## config.mk

```make
export PLATFORM = sky130hd
export DESIGN_NAME = controle_andares
export DESIGN_NICKNAME = d
export VERILOG_FILES = /design/src/rtl/elevador_pkg.sv /design/src/rtl/controle_andares_contador.sv /design/src/rtl/controle_andares.sv
export SDC_FILE = /design/constraint.sdc
export NUM_CORES = 1
export LEC_CHECK = 0
export CORE_MARGIN = 5
export CORE_UTILIZATION = 34
export DETAILED_ROUTE_END_ITERATION = 7
export PLACE_DENSITY_LB_ADDON = 0.1
export SYNTH_ARGS = -nofsm -noshare
export SYNTH_HDL_FRONTEND = slang
export SYNTH_SLANG_ARGS = --single-unit
```

## constraint.sdc

```tcl
create_clock -name clk -period 2.1 [get_ports clk]
set_input_delay 0.21 -clock clk [delete_from_list [all_inputs] [get_ports clk]]
set_output_delay 0.21 -clock clk [all_outputs]
set_load 0.05 [all_outputs]
```

## src/rtl/elevador_pkg.sv

```systemverilog
// Shared definitions for the elevator motion controller: FSM states, default
// sizing and the SCAN helpers that look for outstanding calls above/below a floor.
package elevador_pkg;

  typedef enum logic [2:0] {
    PARADO,
    ABRINDO,
    ESPERA,
    FECHANDO,
    MOVENDO
  } estado_t;

  localparam int N_ANDARES_PADRAO = 4;
  localparam int T_ANDAR_PADRAO   = 8;
  localparam int T_ESPERA_PADRAO  = 6;

  // Helpers take a zero-extended call vector so any building height up to N_MAX fits.
  localparam int N_MAX = 32;

  function automatic logic ha_acima(input logic [N_MAX-1:0] pend, input int andar);
    logic r;
    r = 1'b0;
    for (int i = 0; i < N_MAX; i++) begin
      if (pend[i] && (i > andar)) r = 1'b1;
    end
    return r;
  endfunction

  function automatic logic ha_abaixo(input logic [N_MAX-1:0] pend, input int andar);
    logic r;
    r = 1'b0;
    for (int i = 0; i < N_MAX; i++) begin
      if (pend[i] && (i < andar)) r = 1'b1;
    end
    return r;
  endfunction

endpackage

```

## src/rtl/controle_andares_contador.sv

```systemverilog
// Loadable down-counter that saturates at zero; used for both travel time
// and door dwell time.
module contador_carga #(
  parameter int LARGURA = 4
) (
  input  logic               i_clk,
  input  logic               i_rst_n,
  input  logic               i_carga,
  input  logic [LARGURA-1:0] i_valor,
  input  logic               i_dec,
  output logic               o_zero
);

  logic [LARGURA-1:0] r_valor;

  always_ff @(posedge i_clk) begin
    if (!i_rst_n) begin
      r_valor <= '0;
    end else if (i_carga) begin
      r_valor <= i_valor;
    end else if (i_dec && (r_valor != '0)) begin
      r_valor <= r_valor - 1'b1;
    end
  end

  assign o_zero = (r_valor == '0);

endmodule

```

## src/rtl/controle_andares.sv

```systemverilog
// Elevator motion/dispatch controller: latches floor calls, picks direction with
// SCAN, times travel between floors and steps the door block.
module controle_andares
  import elevador_pkg::*;
#(
  parameter int  N_ANDARES = N_ANDARES_PADRAO,
  parameter int  T_ANDAR   = T_ANDAR_PADRAO,
  parameter int  T_ESPERA  = T_ESPERA_PADRAO,
  localparam int W         = $clog2(N_ANDARES)
) (
  input  logic                 clk,
  input  logic                 reset,
  input  logic [N_ANDARES-1:0] req,
  input  logic                 fechada,
  input  logic                 cheio,
  output logic                 porta_en,
  output logic [W-1:0]         andar_atual,
  output logic                 subindo,
  output logic                 descendo,
  output logic                 chegou,
  output logic [N_ANDARES-1:0] pendentes
);

  localparam int WC = $clog2(((T_ANDAR > T_ESPERA) ? T_ANDAR : T_ESPERA) + 1);

  estado_t              r_estado;
  logic [W-1:0]         r_andar;
  logic                 r_subindo;
  logic                 r_descendo;
  logic                 r_porta_en;
  logic                 r_chegou;
  logic [N_ANDARES-1:0] r_pendentes;

  logic [N_ANDARES-1:0] w_pend_vis;
  logic [N_ANDARES-1:0] w_clr;
  logic [W-1:0]         w_prox;
  logic                 w_zero_v;
  logic                 w_zero_e;
  logic                 w_expira;
  logic                 w_chegada;
  logic                 w_adiante;
  logic                 w_segue;
  logic                 w_sobe;
  logic                 w_parte;
  logic                 w_recarga;
  logic                 w_carga_v;
  logic                 w_dec_v;
  logic                 w_carga_e;
  logic                 w_dec_e;

  // A call arriving in the same cycle as the floor update counts as an arrival.
  assign w_pend_vis = r_pendentes | req;
  assign w_clr      = ((r_estado == ABRINDO) || (r_estado == ESPERA)) ?
                      (N_ANDARES'(1) << r_andar) : '0;
  assign w_prox     = r_subindo ? (r_andar + 1'b1) : (r_andar - 1'b1);

  assign w_expira  = (r_estado == MOVENDO) && fechada && w_zero_v;
  assign w_chegada = w_expira && w_pend_vis[w_prox];
  assign w_adiante = r_subindo ? ha_acima(N_MAX'(w_pend_vis), int'(w_prox))
                               : ha_abaixo(N_MAX'(w_pend_vis), int'(w_prox));
  assign w_segue   = w_expira && !w_chegada && w_adiante;

  // Keep heading down while calls remain below; otherwise prefer up.
  assign w_sobe  = (r_descendo && ha_abaixo(N_MAX'(r_pendentes), int'(r_andar))) ? 1'b0 :
                   ha_acima(N_MAX'(r_pendentes), int'(r_andar));
  assign w_parte = (r_estado == PARADO) && !r_pendentes[r_andar] && fechada && (|r_pendentes);

  assign w_recarga = (r_estado == ESPERA) && (cheio || req[r_andar]);

  assign w_carga_v = w_parte || w_segue;
  assign w_dec_v   = (r_estado == MOVENDO) && fechada;
  assign w_carga_e = ((r_estado == ABRINDO) && !fechada) || w_recarga;
  assign w_dec_e   = (r_estado == ESPERA);

  contador_carga #(.LARGURA(WC)) u_viagem (
    .i_clk   (clk),
    .i_rst_n (reset),
    .i_carga (w_carga_v),
    .i_valor (WC'(T_ANDAR - 1)),
    .i_dec   (w_dec_v),
    .o_zero  (w_zero_v)
  );

  contador_carga #(.LARGURA(WC)) u_espera (
    .i_clk   (clk),
    .i_rst_n (reset),
    .i_carga (w_carga_e),
    .i_valor (WC'(T_ESPERA - 1)),
    .i_dec   (w_dec_e),
    .o_zero  (w_zero_e)
  );

  always_ff @(posedge clk) begin
    if (!reset) begin
      r_estado    <= PARADO;
      r_andar     <= '0;
      r_subindo   <= 1'b0;
      r_descendo  <= 1'b0;
      r_porta_en  <= 1'b0;
      r_chegou    <= 1'b0;
      r_pendentes <= '0;
    end else begin
      r_pendentes <= w_pend_vis & ~w_clr;
      r_chegou    <= 1'b0;
      case (r_estado)
        PARADO: begin
          if (r_pendentes[r_andar]) begin
            r_estado   <= ABRINDO;
            r_porta_en <= 1'b1;
          end else if (!fechada) begin
            r_estado   <= FECHANDO;
            r_porta_en <= 1'b1;
          end else if (w_parte) begin
            r_estado   <= MOVENDO;
            r_subindo  <= w_sobe;
            r_descendo <= !w_sobe;
            r_porta_en <= 1'b0;
          end else begin
            r_subindo  <= 1'b0;
            r_descendo <= 1'b0;
            r_porta_en <= 1'b0;
          end
        end
        ABRINDO: begin
          if (!fechada) begin
            r_estado   <= ESPERA;
            r_porta_en <= 1'b0;
          end else begin
            r_porta_en <= 1'b1;
          end
        end
        ESPERA: begin
          r_porta_en <= 1'b0;
          if (!w_recarga && w_zero_e) begin
            r_estado   <= FECHANDO;
            r_porta_en <= 1'b1;
          end
        end
        FECHANDO: begin
          if (cheio) begin
            r_estado   <= ABRINDO;
            r_porta_en <= 1'b1;
          end else if (fechada) begin
            r_estado   <= PARADO;
            r_porta_en <= 1'b0;
          end else begin
            r_porta_en <= 1'b1;
          end
        end
        MOVENDO: begin
          // An open door here is a fault: the travel counter is frozen by w_dec_v.
          r_porta_en <= 1'b0;
          if (w_expira) begin
            r_andar <= w_prox;
            if (w_chegada) begin
              r_chegou   <= 1'b1;
              r_estado   <= ABRINDO;
              r_porta_en <= 1'b1;
            end else if (!w_segue) begin
              r_estado <= PARADO;
            end
          end
        end
        default: begin
          r_estado   <= PARADO;
          r_porta_en <= 1'b0;
        end
      endcase
    end
  end

  a_movendo_fechada: assert property (@(posedge clk) disable iff (!reset)
    (r_estado == MOVENDO) |-> fechada);

  a_limites: assert property (@(posedge clk) disable iff (!reset)
    w_expira |-> (r_subindo ? (r_andar != W'(N_ANDARES - 1)) : (r_andar != '0)));

  assign porta_en    = r_porta_en;
  assign andar_atual = r_andar;
  assign subindo     = r_subindo;
  assign descendo    = r_descendo;
  assign chegou      = r_chegou;
  assign pendentes   = r_pendentes;

endmodule

```

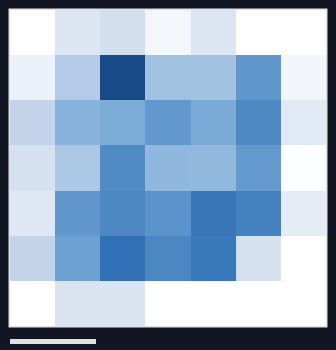
(cell area per tile)
The bar under the picture is 20 um long. 7 x 7 tiles, from white (low) to dark blue (high), 0 to 100% covered.
- emptiest ninth of the die: lower right
- mean over tiles: 32%
- densest ninth of the die: center

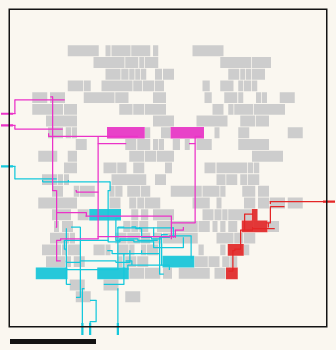
(port wiring)
The bar under the picture is 20 um long.
- `pendentes`: cyan (direction output; end cells 4; buffers 6; wire 293 um)
- `cheio`: red (direction input; end cells 5; buffers 2; wire 48.4 um)
- `andar_atual`: magenta (direction output; end cells 2; buffers 2; wire 216 um)
I/O pin count: 18
IO buf count: 17

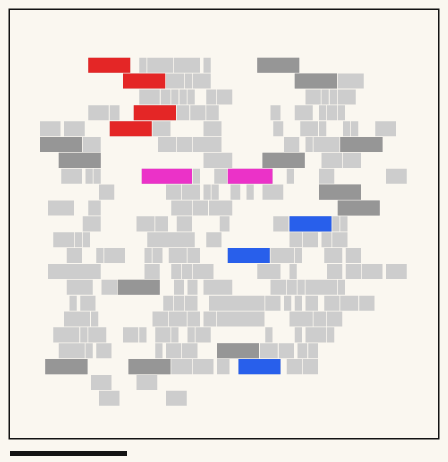
(register map, names as in the netlist)
The bar under the picture is 20 um long. Other sequential cells in the stronger gray, the rest of the logic in the fainter gray.
- `r_estado`: blue (flops 3)
- `andar_atual`: magenta (flops 2)
- `u_viagem.r_valor`: red (flops 4)
- not colored: 12

[cells in the final DEF, fill, tap and decap left out, types with 2 or more instances in the layout]
master and instances:
dfxtp_1 19, nand4_1 2, or2_2 3, clkbuf_8 3, buf_4 20, a22oi_1 2
nor4_1 5, inv_1 13, nand2_1 10, xor2_1 2, ha_1 9, mux4_2 2
o31a_1 2, a21oi_2 2, or3b_2 3, clkdlybuf4s50_1 17, o21ai_0 5, nor3_1 6
a211oi_1 7, nor3b_1 3, nor2_1 21, xnor2_1 5, a21oi_1 7, mux2i_1 2
[critical path, cell delays in order]
cell,delay (ns)
clkdlybuf4s50_1,0.46
or2_2,0.33
a2111oi_0,0.44
o311ai_0,0.21
o311a_1,0.18
o31a_1,0.30
[routing by layer]
layer,up-vias,GRT usage (%),part of all wire (%)
met2,32,25.32,49
li1,646,-,-
met3,2,2.736,5.4
met5,-,0,0
met4,0,3.018,0.57
met1,578,18.77,45
[registers in the layout (all words and copies together) (netlist names)]
name and flops:
descendo 1, subindo 1, pendentes 4, andar_atual 2, u_espera.r_valor 4, r_estado 3
chegou 1, porta_en 1, u_viagem.r_valor 4
[stage by stage]
| step | total power [mW] | setup WS (ns) |
|---|---|---|
| 5_1_grt | 2.136 | 0.002061 |
| 2_1_floorplan | 1.346 | 0.02170 |
| 6_report | 1.967 | 0.1161 |
| 3_3_place_gp | 1.691 | -0.07085 |
| 3_5_place_dp | 1.702 | -0.1588 |
| 4_1_cts | 1.984 | 0.1086 |
[power groups by stage]
stage,Clock [mW],Combinational [mW],Sequential [mW]
6_report,0.276,1.08,0.607
5_1_grt,0.309,1.20,0.629
4_1_cts,0.283,1.09,0.609
3_5_place_dp,0,1.08,0.619
3_3_place_gp,0,1.07,0.617
2_1_floorplan,0,0.649,0.696
==> run summary <==
run results: max-cap violation count 0, worst-path fanout max 4, Final min period 1.984 ns, asr flop ratio synth 0%, Clock Path Buffers 2, sequential power share 30.9%, antenna-violating nets left 0, initial core utilization 34.66%, Worst-Skew Late Latency 0.26 ns, Chip Area 5386 um^2, Leak 0.6966 nW, Worst Hold End u_espera.r_valor[1]$_SDFFE_PP0P_, Initial DRC Count 49, Post-Route WL 3.508 mm, synthesized cell area 1366 um^2, Switch Pwr 825.5 uW, post-route cell area 1797 um^2, Signal inverters 13, Die W 73.39 um, Tapcell Cnt 50, Log Warnings 33, Worst Path Arrival 2.14 ns, cell count listed in synth_stat.txt 159, outcome completed, Comb gate area 893.4 um^2, sequential cells 21, GRT Total Usage 14.58%, Simple-Gate Area Share 24.82%, buffering overhead 17.83%, Top-area cell share 30.77%, Seq/Total Area, Yosys 30.77%, RSZ-0062 raised after global routing false, Mean Syn Cell Area 8.593 um^2, yosys synthesis chip area 1366 um^2, routed via count 1258, Reg2Reg Launch Point andar_atual[1]$_SDFFE_PN0P_, Fillers 374, main flop type dfxtp_1, GRT overflow 0, skew final 0.003692 ns, TritonRoute pass-1 iters 4, Comb power frac 55.1%, sw frac 41.96%, Max Clock Freq 504.1 MHz, initial antenna violation count 0, Non-Filler Instances 245, max-slew violations 0, launch point of the worst path req[1], Final setup viols 0, worst reg2reg path depth 5, reg2reg end u_viagem.r_valor[2]$_SDFFE_PN0P_, Cells after DPL 241, share of layout cells above drive strength 1 21.03%, Complex Gates by Area 18.96%, Non-CTS buffers 37, cell-internal power 1.142 mW, Final Util 45.57%, Clock Power Share 14.0%, Distinct cells, synth 43, Worst Max-Slew Pin Slew 0.5070 ns, setup TNS 0 ns, mux share 6.685%, largest class combinational gates, clock slew at reported path FFs 0.08 ns, peak supply drop 0.5409 mV, CTS HTree Levels 1, cell row count 23, CTS tree done, type of the worst setup path in2reg, worst min path class reg2reg, Die Span Y 73.39 um, flops & latches, synth 21, final hold vios 0, Post-synth EDFFs 0, WL per Instance 14.32 um, global placement routability congestion 0.8809, worst rel slew slack 66.09%, first-pass GRT wire length 6.251 mm, Nets at Floorplan 177, crit path to u_viagem.r_valor[0]$_SDFFE_PN0P_, Yosys top cell by area dfxtp_1, n_diodes 0, yosys xor share 4.487%, Post-synth top cells dfxtp_1 (21), nor2_1 (21), inv_1 (13), ha_1 (10), nand2_1 (10), yosys adder share 9.158%, Hold Crit Start u_espera.r_valor[1]$_SDFFE_PP0P_, CTS sink count 21, r2r setup slk 0.12 ns
Power figures rest on the tool's default switching activity, not on a simulated workload.
